==> src/rtl/sram_access_ctrl.sv <==
`default_nettype none
// +--------------------------------------------------------------------------+
// | sram_access_ctrl: request-side controller for a 16x(4b tag, 8b data)      |
// | SRAM with per-entry valid bits and registered read/hit responses.         |
// | Revision: 1.0                                                             |
// +--------------------------------------------------------------------------+
module sram_access_ctrl (
  input  logic        clk,
  input  logic        reset,
  input  logic        req_valid,
  output logic        req_ready,
  input  logic [1:0]  req_op,
  input  logic [3:0]  req_addr,
  input  logic [3:0]  req_tag,
  input  logic [7:0]  req_data,
  output logic        rsp_valid,
  input  logic        rsp_ready,
  output logic        rsp_hit,
  output logic [3:0]  rsp_tag,
  output logic [7:0]  rsp_data,
  output logic        sram_we,
  output logic [15:0] sram_wl,
  output logic [3:0]  sram_tag_in,
  output logic [7:0]  sram_data_in,
  input  logic [3:0]  sram_tag_out,
  input  logic [7:0]  sram_data_out
);

  typedef enum logic [1:0] {
    S_IDLE   = 2'd0,
    S_ACCESS = 2'd1,
    S_RESP   = 2'd2
  } state_t;

  localparam logic [1:0] C_OP_WRITE = 2'b01;
  localparam logic [1:0] C_OP_INV   = 2'b10;

  state_t      r_state;
  state_t      w_next;
  logic [1:0]  r_op;
  logic [3:0]  r_addr;
  logic [3:0]  r_tag;
  logic [7:0]  r_data;
  logic [15:0] r_valid;
  logic        r_rsp_hit;
  logic [3:0]  r_rsp_tag;
  logic [7:0]  r_rsp_data;

  logic w_is_write;
  logic w_is_inv;
  logic w_in_access;
  logic w_rd_hit;

  assign w_is_write  = (r_op == C_OP_WRITE);
  assign w_is_inv    = (r_op == C_OP_INV);
  assign w_in_access = (r_state == S_ACCESS);
  // Only the controller's valid bit qualifies a hit; SRAM contents are never reset.
  assign w_rd_hit    = r_valid[r_addr] && (sram_tag_out == r_tag);

  always_comb begin
    w_next       = r_state;
    req_ready    = 1'b0;
    rsp_valid    = 1'b0;
    sram_we      = 1'b0;
    sram_wl      = 16'h0000;
    sram_tag_in  = 4'h0;
    sram_data_in = 8'h00;
    case (r_state)
      S_IDLE: begin
        req_ready = 1'b1;
        if (req_valid) w_next = S_ACCESS;
      end
      S_ACCESS: begin
        sram_we      = w_is_write && !reset;
        sram_wl      = w_is_inv ? 16'h0000 : (16'h0001 << r_addr);
        sram_tag_in  = r_tag;
        sram_data_in = r_data;
        w_next       = S_RESP;
      end
      S_RESP: begin
        rsp_valid = 1'b1;
        if (rsp_ready) w_next = S_IDLE;
      end
      default: w_next = S_IDLE;
    endcase
  end

  always_ff @(posedge clk) begin
    if (reset) begin
      r_state    <= S_IDLE;
      r_op       <= 2'b00;
      r_addr     <= 4'h0;
      r_tag      <= 4'h0;
      r_data     <= 8'h00;
      r_valid    <= 16'h0000;
      r_rsp_hit  <= 1'b0;
      r_rsp_tag  <= 4'h0;
      r_rsp_data <= 8'h00;
    end else begin
      r_state <= w_next;
      if (r_state == S_IDLE && req_valid) begin
        r_op   <= req_op;
        r_addr <= req_addr;
        r_tag  <= req_tag;
        r_data <= req_data;
      end
      if (w_in_access) begin
        if (w_is_write) begin
          r_valid[r_addr] <= 1'b1;
          r_rsp_hit       <= 1'b1;
          r_rsp_tag       <= r_tag;
          r_rsp_data      <= r_data;
        end else if (w_is_inv) begin
          r_valid[r_addr] <= 1'b0;
          r_rsp_hit       <= 1'b1;
          r_rsp_tag       <= 4'h0;
          r_rsp_data      <= 8'h00;
        end else begin
          r_rsp_hit  <= w_rd_hit;
          r_rsp_tag  <= sram_tag_out;
          r_rsp_data <= w_rd_hit ? sram_data_out : 8'h00;
        end
      end
    end
  end

  assign rsp_hit  = r_rsp_hit;
  assign rsp_tag  = r_rsp_tag;
  assign rsp_data = r_rsp_data;

endmodule
`default_nettype wire

==> config.mk <==
export PLATFORM = sky130hd
export DESIGN_NAME = sram_access_ctrl
export DESIGN_NICKNAME = d
export VERILOG_FILES = /design/src/rtl/sram_access_ctrl.sv
export SDC_FILE = /design/constraint.sdc
export NUM_CORES = 1
export LEC_CHECK = 0
export CORE_MARGIN = 5
export CORE_UTILIZATION = 40
export DETAILED_ROUTE_END_ITERATION = 6
export GPL_TIMING_DRIVEN = 0
export PLACE_DENSITY = 0.83
export SYNTH_ARGS = -nofsm -noshare
export SYNTH_HDL_FRONTEND = slang
export SYNTH_SLANG_ARGS = --single-unit
==> constraint.sdc <==
create_clock -name clk -period 1.5 [get_ports clk]
set_input_delay 0.15 -clock clk [delete_from_list [all_inputs] [get_ports clk]]
set_output_delay 0.15 -clock clk [all_outputs]
set_load 0.01 [all_outputs]
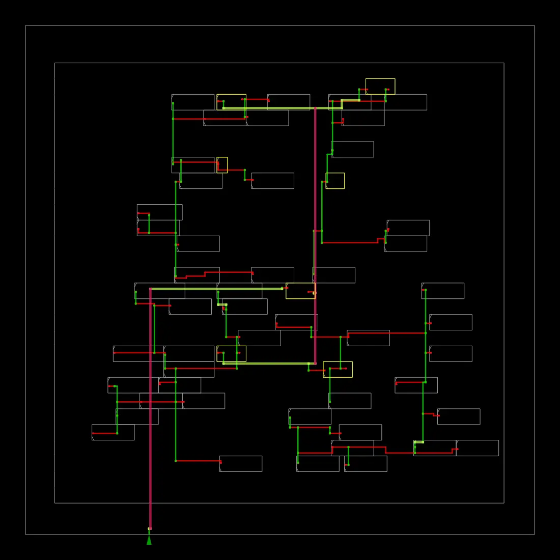
Figure 1: clock wiring as the flow saved it.
CTS sink count: 49
final setup skew: 0.0195 ns
count of clock buffers in the final design: 5

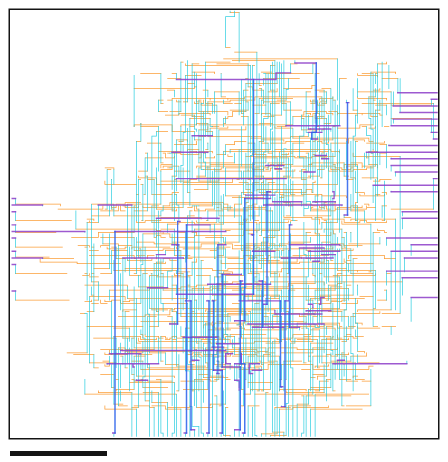
Figure 2: signal wires by layer.
The bar under the picture is 20 um long.
legend:
  blue:
    layer: met4
    wire_length: 479 um
  orange:
    layer: met1
    wire_length: 3460 um
  cyan:
    layer: met2
    wire_length: 4310 um
  purple:
    layer: met3
    wire_length: 661 um

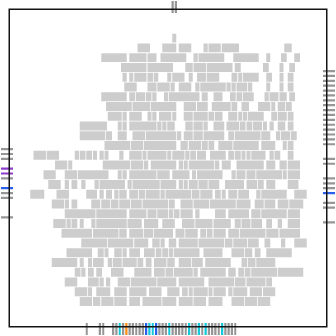
Figure 3: pin placement.
Pins as bars across the die edge, other pins in gray.
legend:
  blue:
    port: sram_tag_in
    pins: 4
    direction: output
    edge: 2 south, 1 west, 1 east
  cyan:
    port: sram_data_in
    pins: 8
    direction: output
    edge: south
  orange:
    port: rsp_ready
    pins: 1
    direction: input
    edge: south
  purple:
    port: req_op
    pins: 2
    direction: input
    edge: west
all pins by edge: 41 south, 25 east, 10 west, 2 north

==> impl_metrics.toml <==
# flow metrics
[final_timing]
setup_slack_ns = -0.227
finalSetupViolations = 48
hold_violations = 0

[drt]
drc = 0
top_layer = "met4"
postRouteAntennaNets = 0
wl_per_cell_um = 18.2

[clock_tree]
clkTransAtPathRegs_ns = 0.09
cts.path.max_buffers = 2

[finish]
buffer_area_share_pct = 29.0
nFlopsAndLatches = 49
final_cells = 490

[run_status]
violations = "setup timing"
status = "finished, violations left"

[critical_path]
worst-r2r-setup-slack_ns = -0.23
r2r_start = "r_addr[1]"

[synth]
top_cells_by_area = "dfxtp_1 (40%), mux2i_1 (8.2%), nand2_1 (8.0%), nor2_1 (6.8%), a21oi_1 (6.6%)"
logic_family = "simple AND/OR/NAND/NOR gates"

[pwr]
peakVddDrop_mv = 0.402
clkPwrFrac_pct = 27.6

[floorplanning]
fp_util_pct = 41.2

[worst_hold_path]
min_from = "req_tag[0]"

[global_route]
grtUsageTotal_pct = 21.3
grt_pass1_wl_mm = 12.8
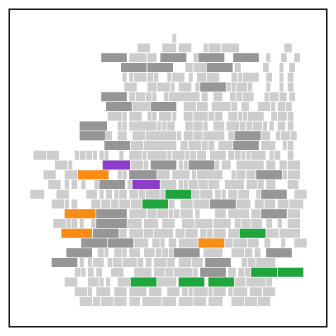
Figure 4: sequential cells grouped by signal name.
Other sequential cells in the stronger gray, the rest of the logic in the fainter gray.
legend:
  purple:
    netlist_name: r_op
    sequential_cells: 2
  green:
    netlist_name: rsp_data
    sequential_cells: 8
  orange:
    netlist_name: r_tag
    sequential_cells: 4
not colored: 35

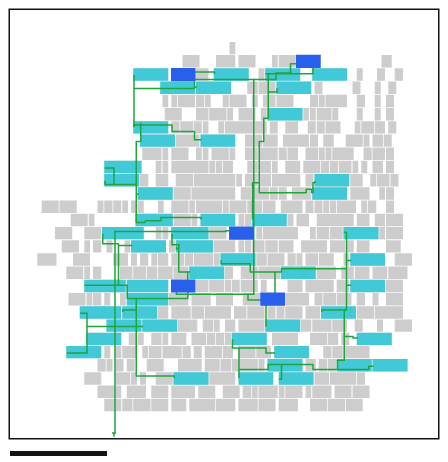
Figure 5: clock wires, drivers and flops.
The bar under the picture is 20 um long.
legend:
  cyan:
    item: flip-flops
    count: 49
  green:
    item: clock wires
    length: 574 um
  blue:
    item: cells driving clock nets
    count: 5
routed clock nets: 6

